`config.mk`:
```
export PLATFORM = sky130hd
export DESIGN_NAME = axi_rd_arbiter
export DESIGN_NICKNAME = d
export VERILOG_FILES = /design/src/rtl/axi_pkg.sv /design/src/rtl/rr_arbiter2.sv /design/src/rtl/axi_rd_arbiter.sv
export SDC_FILE = /design/constraint.sdc
export NUM_CORES = 1
export LEC_CHECK = 0
export CAP_MARGIN = 20
export CORE_AREA = 2 2 101 103
export CTS_CLUSTER_SIZE = 20
export DETAILED_ROUTE_END_ITERATION = 6
export DIE_AREA = 0 0 103 105
export PLACE_DENSITY = 0.75
export SETUP_SLACK_MARGIN = 0.5
export SLEW_MARGIN = 20
export SYNTH_ARGS = -nofsm -noshare
export SYNTH_HDL_FRONTEND = slang
export SYNTH_SLANG_ARGS = --single-unit
```
`constraint.sdc`:
```
create_clock -name CLK -period 3 [get_ports CLK]
set_input_delay 0.45 -clock CLK [delete_from_list [all_inputs] [get_ports CLK]]
set_output_delay 0.45 -clock CLK [all_outputs]
set_load 0.01 [all_outputs]
```
`src/rtl/axi_pkg.sv`:
```
// Shared AXI read definitions for the read arbiter slice.
// Holds the arbiter FSM state encoding, the AXI sideband field widths
// and the INCR burst code.
package axi_pkg;

  localparam int unsigned ID_W    = 2;
  localparam int unsigned LEN_W   = 8;
  localparam int unsigned BURST_W = 2;
  localparam int unsigned RESP_W  = 2;

  localparam logic [BURST_W-1:0] BURST_INCR = 2'b01;

  typedef enum logic [1:0] {
    ST_IDLE = 2'd0,
    ST_ADDR = 2'd1,
    ST_DATA = 2'd2
  } rd_state_t;

endpackage

```
`src/rtl/rr_arbiter2.sv`:
```
// Two-requester round-robin grant decision.
// Ports:
//   clk_i, rst_i  : clock, synchronous active-high reset
//   req_i[1:0]    : requester valids {M1, M0}
//   done_i        : current burst finished (LAST handshake)
//   owner_i       : index of the requester that owned the finished burst
//   gnt_o         : index to grant when arbitration happens this cycle
module rr_arbiter2 (
  input  logic       clk_i,
  input  logic       rst_i,
  input  logic [1:0] req_i,
  input  logic       done_i,
  input  logic       owner_i,
  output logic       gnt_o
);

  logic rr_q, rr_d;

  // Pointer favours the requester that did not own the last burst.
  always_comb begin
    rr_d = rr_q;
    if (done_i) rr_d = ~owner_i;
  end

  always_ff @(posedge clk_i) begin
    if (rst_i) rr_q <= 1'b0;
    else       rr_q <= rr_d;
  end

  always_comb begin
    gnt_o = 1'b0;
    case (req_i)
      2'b01:   gnt_o = 1'b0;
      2'b10:   gnt_o = 1'b1;
      2'b11:   gnt_o = rr_q;
      default: gnt_o = 1'b0;
    endcase
  end

endmodule

```
`src/rtl/axi_rd_arbiter.sv`:
```
// Two-master to one-slave AXI read arbiter, one burst outstanding.
// Ports:
//   CLK, RST            : clock, synchronous active-high reset
//   M{0,1}_RD_ADDR_*    : requester read-address channel (VALID in, READY out)
//   M{0,1}_RD_BACK_*    : read data returned to requester, with DATA_VALID out
//                         and DATA_READY in
//   S_RD_ADDR_*         : shared slave address channel (READY in)
//   S_RD_BACK_*         : shared slave data channel (DATA_READY out)
//   GRANT               : current owner index, meaningful outside IDLE
//   BURST_ERR           : sticky beat-count / LAST mismatch flag
module axi_rd_arbiter
  import axi_pkg::*;
#(
  parameter int unsigned ADDR_WIDTH = 32,
  parameter int unsigned DATA_WIDTH = 32
) (
  input  logic                  CLK,
  input  logic                  RST,
  input  logic [ID_W-1:0]       M0_RD_ADDR_ID,
  input  logic [ADDR_WIDTH-1:0] M0_RD_ADDR_ADDR,
  input  logic [LEN_W-1:0]      M0_RD_ADDR_LEN,
  input  logic [BURST_W-1:0]    M0_RD_ADDR_BURST,
  input  logic                  M0_RD_ADDR_VALID,
  output logic                  M0_RD_ADDR_READY,
  output logic [ID_W-1:0]       M0_RD_BACK_ID,
  output logic [DATA_WIDTH-1:0] M0_RD_BACK_DATA,
  output logic [RESP_W-1:0]     M0_RD_BACK_RESP,
  output logic                  M0_RD_BACK_LAST,
  output logic                  M0_RD_DATA_VALID,
  input  logic                  M0_RD_DATA_READY,
  input  logic [ID_W-1:0]       M1_RD_ADDR_ID,
  input  logic [ADDR_WIDTH-1:0] M1_RD_ADDR_ADDR,
  input  logic [LEN_W-1:0]      M1_RD_ADDR_LEN,
  input  logic [BURST_W-1:0]    M1_RD_ADDR_BURST,
  input  logic                  M1_RD_ADDR_VALID,
  output logic                  M1_RD_ADDR_READY,
  output logic [ID_W-1:0]       M1_RD_BACK_ID,
  output logic [DATA_WIDTH-1:0] M1_RD_BACK_DATA,
  output logic [RESP_W-1:0]     M1_RD_BACK_RESP,
  output logic                  M1_RD_BACK_LAST,
  output logic                  M1_RD_DATA_VALID,
  input  logic                  M1_RD_DATA_READY,
  output logic [ID_W-1:0]       S_RD_ADDR_ID,
  output logic [ADDR_WIDTH-1:0] S_RD_ADDR_ADDR,
  output logic [LEN_W-1:0]      S_RD_ADDR_LEN,
  output logic [BURST_W-1:0]    S_RD_ADDR_BURST,
  output logic                  S_RD_ADDR_VALID,
  input  logic                  S_RD_ADDR_READY,
  input  logic [ID_W-1:0]       S_RD_BACK_ID,
  input  logic [DATA_WIDTH-1:0] S_RD_BACK_DATA,
  input  logic [RESP_W-1:0]     S_RD_BACK_RESP,
  input  logic                  S_RD_BACK_LAST,
  input  logic                  S_RD_BACK_VALID,
  output logic                  S_RD_DATA_READY,
  output logic                  GRANT,
  output logic                  BURST_ERR
);

  rd_state_t        state_q, state_d;
  logic             grant_q, grant_d;
  logic [LEN_W-1:0] cnt_q, cnt_d;
  logic [LEN_W-1:0] exp_len_q, exp_len_d;
  logic             err_q, err_d;

  logic                  arb_gnt;
  logic                  addr_hs, data_hs, last_hs;
  logic                  sel_valid, sel_dready;
  logic [ID_W-1:0]       sel_id;
  logic [ADDR_WIDTH-1:0] sel_addr;
  logic [LEN_W-1:0]      sel_len;
  logic [BURST_W-1:0]    sel_burst;

  rr_arbiter2 u_rr (
    .clk_i   (CLK),
    .rst_i   (RST),
    .req_i   ({M1_RD_ADDR_VALID, M0_RD_ADDR_VALID}),
    .done_i  (last_hs),
    .owner_i (grant_q),
    .gnt_o   (arb_gnt)
  );

  // Granted requester's address payload and data-ready.
  always_comb begin
    if (grant_q) begin
      sel_valid  = M1_RD_ADDR_VALID;
      sel_id     = M1_RD_ADDR_ID;
      sel_addr   = M1_RD_ADDR_ADDR;
      sel_len    = M1_RD_ADDR_LEN;
      sel_burst  = M1_RD_ADDR_BURST;
      sel_dready = M1_RD_DATA_READY;
    end else begin
      sel_valid  = M0_RD_ADDR_VALID;
      sel_id     = M0_RD_ADDR_ID;
      sel_addr   = M0_RD_ADDR_ADDR;
      sel_len    = M0_RD_ADDR_LEN;
      sel_burst  = M0_RD_ADDR_BURST;
      sel_dready = M0_RD_DATA_READY;
    end
  end

  assign addr_hs = (state_q == ST_ADDR) && sel_valid && S_RD_ADDR_READY;
  assign data_hs = (state_q == ST_DATA) && S_RD_BACK_VALID && sel_dready;
  assign last_hs = data_hs && S_RD_BACK_LAST;

  always_ff @(posedge CLK) begin
    if (RST) begin
      state_q   <= ST_IDLE;
      grant_q   <= 1'b0;
      cnt_q     <= '0;
      exp_len_q <= '0;
      err_q     <= 1'b0;
    end else begin
      state_q   <= state_d;
      grant_q   <= grant_d;
      cnt_q     <= cnt_d;
      exp_len_q <= exp_len_d;
      err_q     <= err_d;
    end
  end

  always_comb begin
    state_d   = state_q;
    grant_d   = grant_q;
    cnt_d     = cnt_q;
    exp_len_d = exp_len_q;
    err_d     = err_q;
    case (state_q)
      ST_IDLE: begin
        if (M0_RD_ADDR_VALID || M1_RD_ADDR_VALID) begin
          grant_d = arb_gnt;
          state_d = ST_ADDR;
        end
      end
      ST_ADDR: begin
        if (addr_hs) begin
          state_d   = ST_DATA;
          exp_len_d = sel_len;
          cnt_d     = '0;
        end
      end
      ST_DATA: begin
        if (data_hs) begin
          if (cnt_q != '1) cnt_d = cnt_q + 8'd1;
          // cnt_q is the zero-based index of this beat; LAST belongs on index exp_len.
          if ((S_RD_BACK_LAST && (cnt_q != exp_len_q)) ||
              (!S_RD_BACK_LAST && (cnt_q == exp_len_q)))
            err_d = 1'b1;
          if (S_RD_BACK_LAST) state_d = ST_IDLE;
        end
      end
      default: state_d = ST_IDLE;
    endcase
  end

  // Outputs are forced low while RST is high, independent of the current state.
  always_comb begin
    M0_RD_ADDR_READY = 1'b0;
    M1_RD_ADDR_READY = 1'b0;
    M0_RD_BACK_ID    = '0;
    M0_RD_BACK_DATA  = '0;
    M0_RD_BACK_RESP  = '0;
    M0_RD_BACK_LAST  = 1'b0;
    M0_RD_DATA_VALID = 1'b0;
    M1_RD_BACK_ID    = '0;
    M1_RD_BACK_DATA  = '0;
    M1_RD_BACK_RESP  = '0;
    M1_RD_BACK_LAST  = 1'b0;
    M1_RD_DATA_VALID = 1'b0;
    S_RD_ADDR_ID     = '0;
    S_RD_ADDR_ADDR   = '0;
    S_RD_ADDR_LEN    = '0;
    S_RD_ADDR_BURST  = '0;
    S_RD_ADDR_VALID  = 1'b0;
    S_RD_DATA_READY  = 1'b0;
    GRANT            = 1'b0;
    BURST_ERR        = 1'b0;
    if (!RST) begin
      GRANT     = grant_q;
      BURST_ERR = err_q;
      case (state_q)
        ST_ADDR: begin
          S_RD_ADDR_ID    = sel_id;
          S_RD_ADDR_ADDR  = sel_addr;
          S_RD_ADDR_LEN   = sel_len;
          S_RD_ADDR_BURST = sel_burst;
          S_RD_ADDR_VALID = sel_valid;
          if (grant_q) M1_RD_ADDR_READY = S_RD_ADDR_READY;
          else         M0_RD_ADDR_READY = S_RD_ADDR_READY;
        end
        ST_DATA: begin
          S_RD_DATA_READY = sel_dready;
          if (grant_q) begin
            M1_RD_BACK_ID    = S_RD_BACK_ID;
            M1_RD_BACK_DATA  = S_RD_BACK_DATA;
            M1_RD_BACK_RESP  = S_RD_BACK_RESP;
            M1_RD_BACK_LAST  = S_RD_BACK_LAST;
            M1_RD_DATA_VALID = S_RD_BACK_VALID;
          end else begin
            M0_RD_BACK_ID    = S_RD_BACK_ID;
            M0_RD_BACK_DATA  = S_RD_BACK_DATA;
            M0_RD_BACK_RESP  = S_RD_BACK_RESP;
            M0_RD_BACK_LAST  = S_RD_BACK_LAST;
            M0_RD_DATA_VALID = S_RD_BACK_VALID;
          end
        end
        default: ;
      endcase
    end
  end

endmodule

```
### M3 wires

Scale: 4 px per um.
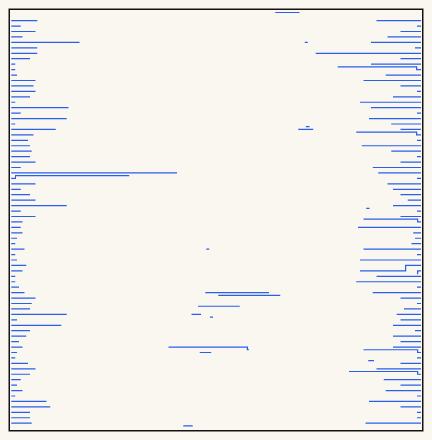
longest straight run	41.2 um
share of all routed wire	9.6%
wire length on this layer	1030 um
nets with wire on the layer	159
main direction	horizontal

==> run summary <==
run metrics: Post-synth seq share=0.181, met2 Track Usage GR=0.372, status=finished clean, Routed Antenna Nets=0, setup ws final=about 0.53 ns, end point of the critical path=M0_RD_BACK_DATA[23], Bufs on Longest Clock Path=2, met1 usage=0.191, drt wl/cell=around 15 um, Die W=roughly 100 um, P_int=670 uW, yosys warning tally=0, commonest cells in the netlist=and2_1 (74), nor2_1 (61), mux2i_1 (45), mapped cell area=2320 um2, Layout Cells excl Fill=698, Hold Buf Count CTS=0, Fmax=a little over 0.4 GHz, Combinational Power=around 460 uW, Final Hold Viols=0, FFs w/ async S/R, synth=0, WP depth=6, final net count=700, Post-CTS Setup Repair Bufs=3, Mapped Nets=448, CTS Buf Count=3, sw power=roughly 280 uW, multi-input gate count=268, CTS tree=done, total die area=~11000 um2, clk cell area share=0.00893, max-slew violations=0, DP Cell Count=approximately 690, clk_skew=0.00746 ns, Die Y=105 um, most frequent logic cell in the layout=clkdlybuf4s50_1, Starting Density=0.241
### Cell classes on the final placement

Scale: 3 px per um.
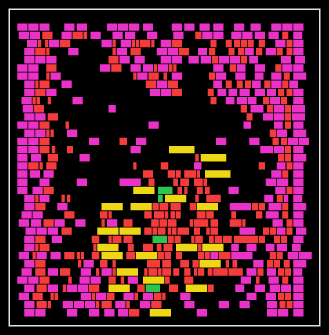
class	color	cells
sequential cells	yellow	21
clock drivers and dummy loads	green	4
remaining buffers and delay cells	magenta	269
remaining logic cells	red	271
design area: 5180 um2
Placeable Area: 9640 um2
# rows: 36

[worst min-delay path: stages (launching register included)]
cell	delay (ns)
dfxtp_1	0.32
nor2_1	0.10
a211oi_1	0.05
[state kept, by name, indices dropped and copies added (netlist names)]
name       flops
cnt_q          8
err_q          1
exp_len_q      8
grant_q        1
state_q        2
u_rr.rr_q      1
[metal layers]
| metal | up-vias | part of all wire |
|---|---|---|
| met1 | 1408 | 0.35 |
| met5 | - | 0 |
| met4 | 0 | 0.013 |
| met2 | 171 | 0.54 |
| met3 | 11 | 0.096 |
| li1 | 1573 | - |
Power figures rest on the tool's default switching activity, not on a simulated workload.
